==> src/rtl/dlf_gear_ctrl_if.sv <==
`default_nettype none
// ============================================================================
//  Module      : dlf_gear_ctrl_if
//  Description : Control/coefficient bundle between a sequencer (master) and
//                the loop-filter gear-shift controller (slave).
//  Revision    : 1.0 - initial release
// ============================================================================
interface dlf_gear_ctrl_if #(
    parameter int CW = 16,
    parameter int NW = 16
);
    logic          start;
    logic          stop;
    logic          dlf_tick;
    logic          lock_ind;
    logic [CW-1:0] acq_a2, acq_a3, acq_b1, acq_b2;
    logic [CW-1:0] trk_a2, trk_a3, trk_b1, trk_b2;
    logic [NW-1:0] acq_len;
    logic [7:0]    settle_len;
    logic          dlf_en;
    logic [CW-1:0] dlf_a2, dlf_a3, dlf_b1, dlf_b2;
    logic          coef_upd;
    logic [2:0]    state;
    logic          busy;
    logic          locked;
    logic [7:0]    relock_cnt;

    modport master (
        output start, stop, dlf_tick, lock_ind,
        output acq_a2, acq_a3, acq_b1, acq_b2,
        output trk_a2, trk_a3, trk_b1, trk_b2,
        output acq_len, settle_len,
        input  dlf_en, dlf_a2, dlf_a3, dlf_b1, dlf_b2,
        input  coef_upd, state, busy, locked, relock_cnt
    );

    modport slave (
        input  start, stop, dlf_tick, lock_ind,
        input  acq_a2, acq_a3, acq_b1, acq_b2,
        input  trk_a2, trk_a3, trk_b1, trk_b2,
        input  acq_len, settle_len,
        output dlf_en, dlf_a2, dlf_a3, dlf_b1, dlf_b2,
        output coef_upd, state, busy, locked, relock_cnt
    );
endinterface
`default_nettype wire

==> src/rtl/dlf_gear_ctrl.sv <==
`default_nettype none
// ============================================================================
//  Module      : dlf_gear_ctrl
//  Description : Gear-shift sequencer for a digital loop filter. Preloads the
//                acquisition coefficient set, runs acquisition for a number of
//                filter updates, then switches to the tracking set on a filter
//                update boundary. Loss of lock in tracking reverts to
//                acquisition and is counted.
//  Revision    : 1.0 - initial release
// ============================================================================
module dlf_gear_ctrl #(
    parameter int CW = 16,
    parameter int NW = 16
) (
    input  wire logic          sys_clk,
    input  wire logic          digrf_rst,
    dlf_gear_ctrl_if.slave     bus
);

    typedef enum logic [2:0] {
        ST_IDLE    = 3'd0,
        ST_PRELOAD = 3'd1,
        ST_ACQ     = 3'd2,
        ST_SWITCH  = 3'd3,
        ST_TRACK   = 3'd4
    } state_t;

    localparam logic [NW-1:0] c_tick_one = {{(NW-1){1'b0}}, 1'b1};

    state_t        state_q, state_d;
    logic          dlf_en_q, dlf_en_d;
    logic [CW-1:0] a2_q, a3_q, b1_q, b2_q;
    logic [CW-1:0] a2_d, a3_d, b1_d, b2_d;
    logic          coef_upd_q, coef_upd_d;
    logic [7:0]    relock_q, relock_d;
    logic [NW-1:0] tick_q, tick_d;
    logic [NW-1:0] acq_len_q, acq_len_d;
    logic [7:0]    settle_q, settle_d;
    logic [7:0]    settle_cnt_q, settle_cnt_d;
    logic          w_load_acq;
    logic          w_load_trk;

    // Next-state, counters and coefficient-load selection; stop overrides
    // every transition so nothing else moves in a stop cycle.
    always_comb begin
        state_d      = state_q;
        tick_d       = tick_q;
        acq_len_d    = acq_len_q;
        settle_d     = settle_q;
        settle_cnt_d = settle_cnt_q;
        relock_d     = relock_q;
        w_load_acq   = 1'b0;
        w_load_trk   = 1'b0;

        if (bus.stop) begin
            state_d = ST_IDLE;
        end else begin
            case (state_q)
                ST_IDLE: begin
                    if (bus.start) begin
                        state_d      = ST_PRELOAD;
                        w_load_acq   = 1'b1;
                        settle_d     = bus.settle_len;
                        settle_cnt_d = 8'd0;
                    end
                end
                ST_PRELOAD: begin
                    if (settle_cnt_q == settle_q) begin
                        state_d   = ST_ACQ;
                        tick_d    = '0;
                        acq_len_d = bus.acq_len;
                    end else begin
                        settle_cnt_d = settle_cnt_q + 8'd1;
                    end
                end
                ST_ACQ: begin
                    if (bus.dlf_tick) begin
                        tick_d = tick_q + c_tick_one;
                    end
                    // A zero length leaves after one cycle whatever the tick does.
                    if ((acq_len_q == '0) ||
                        (bus.dlf_tick && ((tick_q + c_tick_one) == acq_len_q))) begin
                        state_d = ST_SWITCH;
                    end
                end
                ST_SWITCH: begin
                    if (bus.dlf_tick) begin
                        state_d    = ST_TRACK;
                        w_load_trk = 1'b1;
                    end
                end
                ST_TRACK: begin
                    if (bus.dlf_tick && !bus.lock_ind) begin
                        state_d    = ST_ACQ;
                        w_load_acq = 1'b1;
                        tick_d     = '0;
                        acq_len_d  = bus.acq_len;
                        if (relock_q != 8'hFF) begin
                            relock_d = relock_q + 8'd1;
                        end
                    end
                end
                default: begin
                    state_d = ST_IDLE;
                end
            endcase
        end

        coef_upd_d = w_load_acq | w_load_trk;
        dlf_en_d   = (state_d == ST_ACQ) || (state_d == ST_SWITCH) || (state_d == ST_TRACK);

        a2_d = a2_q;
        a3_d = a3_q;
        b1_d = b1_q;
        b2_d = b2_q;
        if (w_load_acq) begin
            a2_d = bus.acq_a2;
            a3_d = bus.acq_a3;
            b1_d = bus.acq_b1;
            b2_d = bus.acq_b2;
        end else if (w_load_trk) begin
            a2_d = bus.trk_a2;
            a3_d = bus.trk_a3;
            b1_d = bus.trk_b1;
            b2_d = bus.trk_b2;
        end
    end

    // State, coefficient and counter registers with synchronous reset.
    always_ff @(posedge sys_clk) begin
        if (digrf_rst) begin
            state_q      <= ST_IDLE;
            dlf_en_q     <= 1'b0;
            a2_q         <= '0;
            a3_q         <= '0;
            b1_q         <= '0;
            b2_q         <= '0;
            coef_upd_q   <= 1'b0;
            relock_q     <= 8'd0;
            tick_q       <= '0;
            acq_len_q    <= '0;
            settle_q     <= 8'd0;
            settle_cnt_q <= 8'd0;
        end else begin
            state_q      <= state_d;
            dlf_en_q     <= dlf_en_d;
            a2_q         <= a2_d;
            a3_q         <= a3_d;
            b1_q         <= b1_d;
            b2_q         <= b2_d;
            coef_upd_q   <= coef_upd_d;
            relock_q     <= relock_d;
            tick_q       <= tick_d;
            acq_len_q    <= acq_len_d;
            settle_q     <= settle_d;
            settle_cnt_q <= settle_cnt_d;
        end
    end

    assign bus.dlf_en     = dlf_en_q;
    assign bus.dlf_a2     = a2_q;
    assign bus.dlf_a3     = a3_q;
    assign bus.dlf_b1     = b1_q;
    assign bus.dlf_b2     = b2_q;
    assign bus.coef_upd   = coef_upd_q;
    assign bus.state      = state_q;
    assign bus.busy       = (state_q != ST_IDLE);
    assign bus.locked     = (state_q == ST_TRACK);
    assign bus.relock_cnt = relock_q;

endmodule
`default_nettype wire

==> src/flat_wrapper.sv <==
// flat-port wrapper written by rule: the top's interface ports become plain ports
module dlf_gear_ctrl_flat 
#(
    parameter int CW = 16,
    parameter int NW = 16
)
  (sys_clk, digrf_rst, bus_start, bus_stop, bus_dlf_tick, bus_lock_ind, bus_acq_a2, bus_acq_a3, bus_acq_b1, bus_acq_b2, bus_trk_a2, bus_trk_a3, bus_trk_b1, bus_trk_b2, bus_acq_len, bus_settle_len, bus_dlf_en, bus_dlf_a2, bus_dlf_a3, bus_dlf_b1, bus_dlf_b2, bus_coef_upd, bus_state, bus_busy, bus_locked, bus_relock_cnt);
  dlf_gear_ctrl_if #(.CW(CW), .NW(NW)) bus_i ();
  input  wire logic sys_clk;
  input  wire logic digrf_rst;
  input wire logic [$bits(bus_i.start)-1:0] bus_start;
  input wire logic [$bits(bus_i.stop)-1:0] bus_stop;
  input wire logic [$bits(bus_i.dlf_tick)-1:0] bus_dlf_tick;
  input wire logic [$bits(bus_i.lock_ind)-1:0] bus_lock_ind;
  input wire logic [$bits(bus_i.acq_a2)-1:0] bus_acq_a2;
  input wire logic [$bits(bus_i.acq_a3)-1:0] bus_acq_a3;
  input wire logic [$bits(bus_i.acq_b1)-1:0] bus_acq_b1;
  input wire logic [$bits(bus_i.acq_b2)-1:0] bus_acq_b2;
  input wire logic [$bits(bus_i.trk_a2)-1:0] bus_trk_a2;
  input wire logic [$bits(bus_i.trk_a3)-1:0] bus_trk_a3;
  input wire logic [$bits(bus_i.trk_b1)-1:0] bus_trk_b1;
  input wire logic [$bits(bus_i.trk_b2)-1:0] bus_trk_b2;
  input wire logic [$bits(bus_i.acq_len)-1:0] bus_acq_len;
  input wire logic [$bits(bus_i.settle_len)-1:0] bus_settle_len;
  output wire logic [$bits(bus_i.dlf_en)-1:0] bus_dlf_en;
  output wire logic [$bits(bus_i.dlf_a2)-1:0] bus_dlf_a2;
  output wire logic [$bits(bus_i.dlf_a3)-1:0] bus_dlf_a3;
  output wire logic [$bits(bus_i.dlf_b1)-1:0] bus_dlf_b1;
  output wire logic [$bits(bus_i.dlf_b2)-1:0] bus_dlf_b2;
  output wire logic [$bits(bus_i.coef_upd)-1:0] bus_coef_upd;
  output wire logic [$bits(bus_i.state)-1:0] bus_state;
  output wire logic [$bits(bus_i.busy)-1:0] bus_busy;
  output wire logic [$bits(bus_i.locked)-1:0] bus_locked;
  output wire logic [$bits(bus_i.relock_cnt)-1:0] bus_relock_cnt;
  assign bus_i.start = bus_start;
  assign bus_i.stop = bus_stop;
  assign bus_i.dlf_tick = bus_dlf_tick;
  assign bus_i.lock_ind = bus_lock_ind;
  assign bus_i.acq_a2 = bus_acq_a2;
  assign bus_i.acq_a3 = bus_acq_a3;
  assign bus_i.acq_b1 = bus_acq_b1;
  assign bus_i.acq_b2 = bus_acq_b2;
  assign bus_i.trk_a2 = bus_trk_a2;
  assign bus_i.trk_a3 = bus_trk_a3;
  assign bus_i.trk_b1 = bus_trk_b1;
  assign bus_i.trk_b2 = bus_trk_b2;
  assign bus_i.acq_len = bus_acq_len;
  assign bus_i.settle_len = bus_settle_len;
  assign bus_dlf_en = bus_i.dlf_en;
  assign bus_dlf_a2 = bus_i.dlf_a2;
  assign bus_dlf_a3 = bus_i.dlf_a3;
  assign bus_dlf_b1 = bus_i.dlf_b1;
  assign bus_dlf_b2 = bus_i.dlf_b2;
  assign bus_coef_upd = bus_i.coef_upd;
  assign bus_state = bus_i.state;
  assign bus_busy = bus_i.busy;
  assign bus_locked = bus_i.locked;
  assign bus_relock_cnt = bus_i.relock_cnt;
  dlf_gear_ctrl #(.CW(CW), .NW(NW)) u_core (.sys_clk(sys_clk), .digrf_rst(digrf_rst), .bus(bus_i));
endmodule
==> config.mk <==
export PLATFORM = sky130hd
export DESIGN_NAME = dlf_gear_ctrl_flat
export DESIGN_NICKNAME = d
export VERILOG_FILES = /design/src/rtl/dlf_gear_ctrl_if.sv /design/src/rtl/dlf_gear_ctrl.sv /design/src/flat_wrapper.sv
export SDC_FILE = /design/constraint.sdc
export NUM_CORES = 1
export LEC_CHECK = 0
export CORE_ASPECT_RATIO = 0.6
export CORE_MARGIN = 3
export CORE_UTILIZATION = 48
export CTS_CLUSTER_SIZE = 8
export DETAILED_ROUTE_END_ITERATION = 10
export PLACE_DENSITY = 0.87
export SLEW_MARGIN = 30
export SYNTH_ARGS = -nofsm -noshare
export SYNTH_HDL_FRONTEND = slang
export SYNTH_SLANG_ARGS = --single-unit
==> constraint.sdc <==
create_clock -name sys_clk -period 3.1 [get_ports sys_clk]
set_input_delay 0.465 -clock sys_clk [delete_from_list [all_inputs] [get_ports sys_clk]]
set_output_delay 0.465 -clock sys_clk [all_outputs]
set_load 0.1 [all_outputs]
Figure 1. Signal wires by layer (run 1).
Bar = 50 µm.
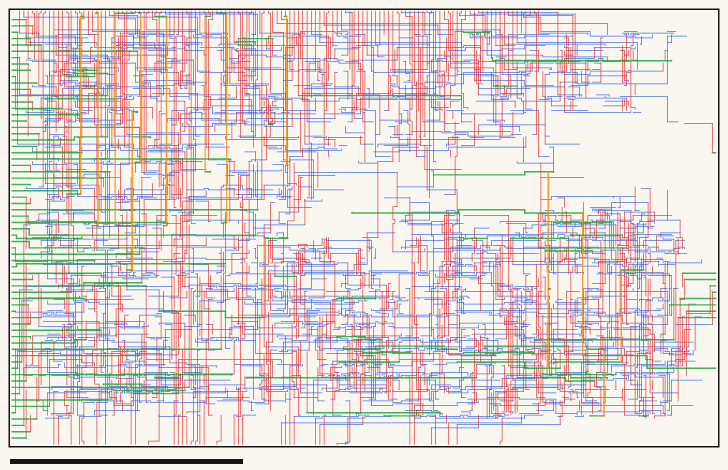
layer	color	wire length
metal 4	orange	474 µm
metal 1	blue	8650 µm
metal 3	green	1740 µm
metal 2	red	9070 µm
DR WL/cell: 18.4 µm
GRT Overall Usage: 26.8%

Figure 2. Clock distribution (run 1).
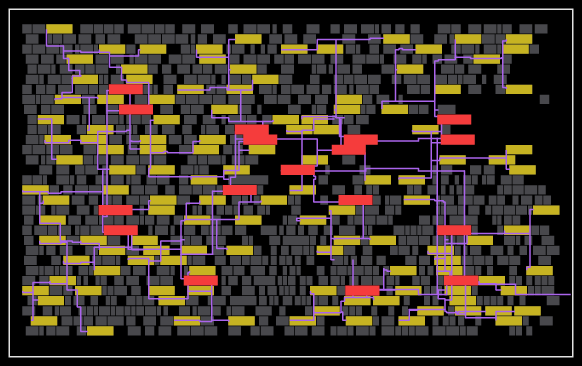
[flip-flops] yellow | count: 125
[clock drivers] red | count: 17
[clock wires] purple | length: 1700 µm
flops lie	all over the die

==> impl_metrics.json, run 1 <==
{
  "synth-xor-area-share_pct": 5.29,
  "numCtsBuffers": 17,
  "min_period_ps": 2400,
  "nFillCells": 909,
  "vias_per_cell": 5.64,
  "p_leak_nw": 3.24,
  "seq_power_mw": 1.73,
  "busiest_layer": "met2",
  "fin_area_um2": 8930,
  "endpoint": "u_core.bus.dlf_a3[3]$_SDFFE_PP0P_",
  "clockPowerShare_pct": 40.3,
  "drtIter0Drc": 377,
  "sh_seq_area_pct": 28.0,
  "cp_num_buf_inv": 2,
  "hold-worst-slack_ps": 496,
  "timing.setup.tns_ps": 0,
  "gp_congestion": 0.896,
  "grt-ovfl-total": 0,
  "p_comb_share_pct": 22.5,
  "hold_start": "u_core.settle_cnt_q[7]$_SDFFE_PP0P_",
  "crit_path_start": "u_core.bus.state[0]$_SDFF_PP0_",
  "finClkSkew_ps": 13.6,
  "status": "completed",
  "ys_top_logic_family": "AND-OR/OR-AND gates",
  "lay_top_cells": "clkdlybuf4s50_1, dfxtp_1, nor2_1, buf_4, mux2i_1",
  "yosys_warnings": 0,
  "detailed_place.area_um2": 8370,
  "row_count": 31,
  "edf_count": 0,
  "syn_area_per_cell_um2": 8.83,
  "comb_cells": 509,
  "powerComb_mw": 1.04,
  "reg2reg_setup_slack_ps": 700,
  "postCtsHoldBufs": 0,
  "floorplan.nets": 855,
  "hold_end": "u_core.settle_cnt_q[7]$_SDFFE_PP0P_",
  "ant_nets": 0,
  "nets": 1067,
  "warning_count": 26,
  "max-cap-violations": 0
}
Figure 3. Logic cells by family (run 1).
Bar = 50 µm.
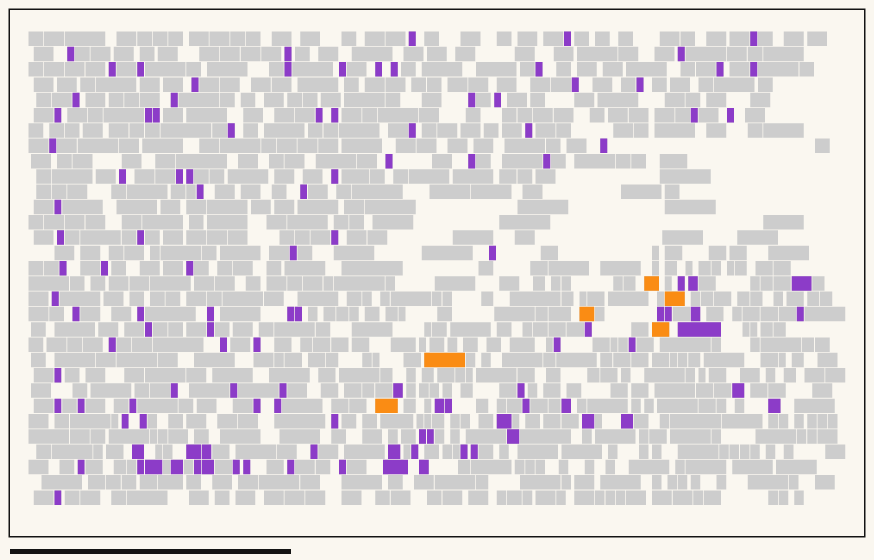
family	color	cells
non-inverting ao/oa cells	orange	6
nor cells	purple	121

Figure 4. Routing congestion map (run 1).
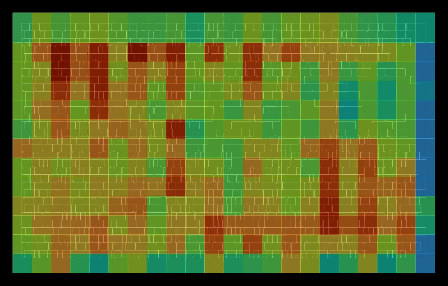
utilization after layout: 72.8%
M3 GR Usage: 10.6%
met1 GRT Util: 34.0%
met2 GRT Util: 41.6%

==> run 2, diff against run 1 <==
- CORE_UTILIZATION: 48 -> 44
- PLACE_DENSITY: 0.87 -> 0.8
- clock period: 3.1 -> 2.4 ns (I/O delays scaled with it)
Figure 5. Logic cells by family (run 2).
Bar = 50 µm.
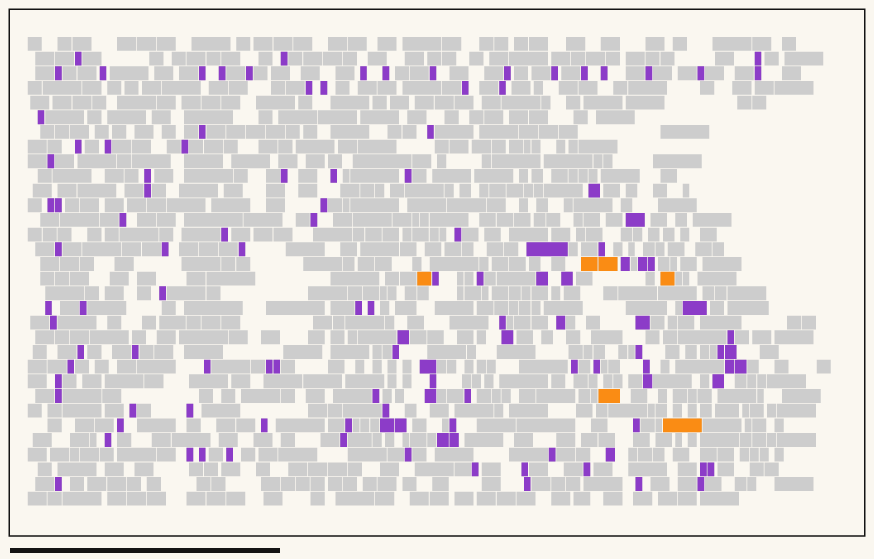
multi-input gate share of total cell area: 36.9%
count of non-filler cells in the finished layout: 1100
most instantiated logic cell after routing: clkdlybuf4s50_1

Figure 6. Signal wires by layer (run 2).
Bar = 50 µm.
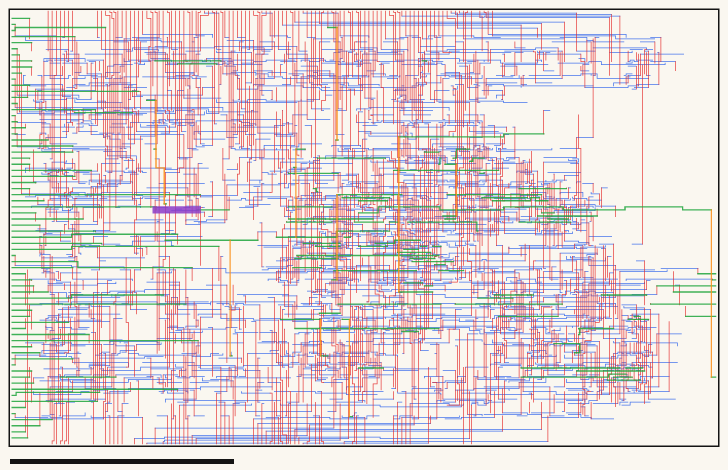
layer	color	wire length
metal 3	green	1740 µm
metal 5	purple	9.20 µm
metal 2	red	10100 µm
metal 4	orange	229 µm
metal 1	blue	9430 µm

==> run 2 against run 1 <==
Net effect: fmax up 6.7%; design area is 2.6% higher; first-iteration DRC count rose by 18%; routed wire length is 8.0% higher; die area increased by 8.6%; clock power increased by 53%; sequential share of layout area is 0.66 points lower; cell count is 1.6% higher; largest cell class unchanged; flip-flop count stayed put.
==> impl_metrics.json, run 2 <==
{
  "use_met2_pct": 44.3,
  "p_comb_share_pct": 21.1,
  "syn_area_per_cell_um2": 8.83,
  "ant_nets": 0,
  "busiest_layer": "met2",
  "postCtsHoldBufs": 0,
  "grt-ovfl-total": 0,
  "sh_seq_area_pct": 27.4,
  "clockPowerShare_pct": 44.4,
  "numCtsBuffers": 17,
  "floorplan.nets": 855,
  "timing.setup.tns_ps": 0,
  "wire_per_inst_um": 19.6,
  "hold-worst-slack_ps": 412,
  "lay_top_cells": "clkdlybuf4s50_1, dfxtp_1, buf_4, nor2_1, mux2i_1",
  "reg2reg_setup_slack_ps": 150,
  "vias_per_cell": 5.79,
  "grtUsageTotal_pct": 27.6,
  "finClkSkew_ps": 9.05,
  "ys_top_logic_family": "AND-OR/OR-AND gates",
  "fin_area_um2": 9150,
  "powerComb_mw": 1.36,
  "edf_count": 0,
  "hold_start": "digrf_rst",
  "status": "completed",
  "min_period_ps": 2250,
  "row_count": 32,
  "gp_congestion": 0.894,
  "detailed_place.area_um2": 8490,
  "comb_cells": 509,
  "seq_power_mw": 2.24,
  "nets": 1078,
  "drtIter0Drc": 443,
  "crit_path_start": "u_core.tick_q[0]$_SDFFE_PP0P_",
  "yosys_warnings": 0,
  "hold_end": "u_core.settle_q[1]$_SDFFE_PP0P_",
  "max-cap-violations": 0,
  "grt_util_met1_pct": 36.6
}
Power figures rest on the tool's default switching activity, not on a simulated workload.
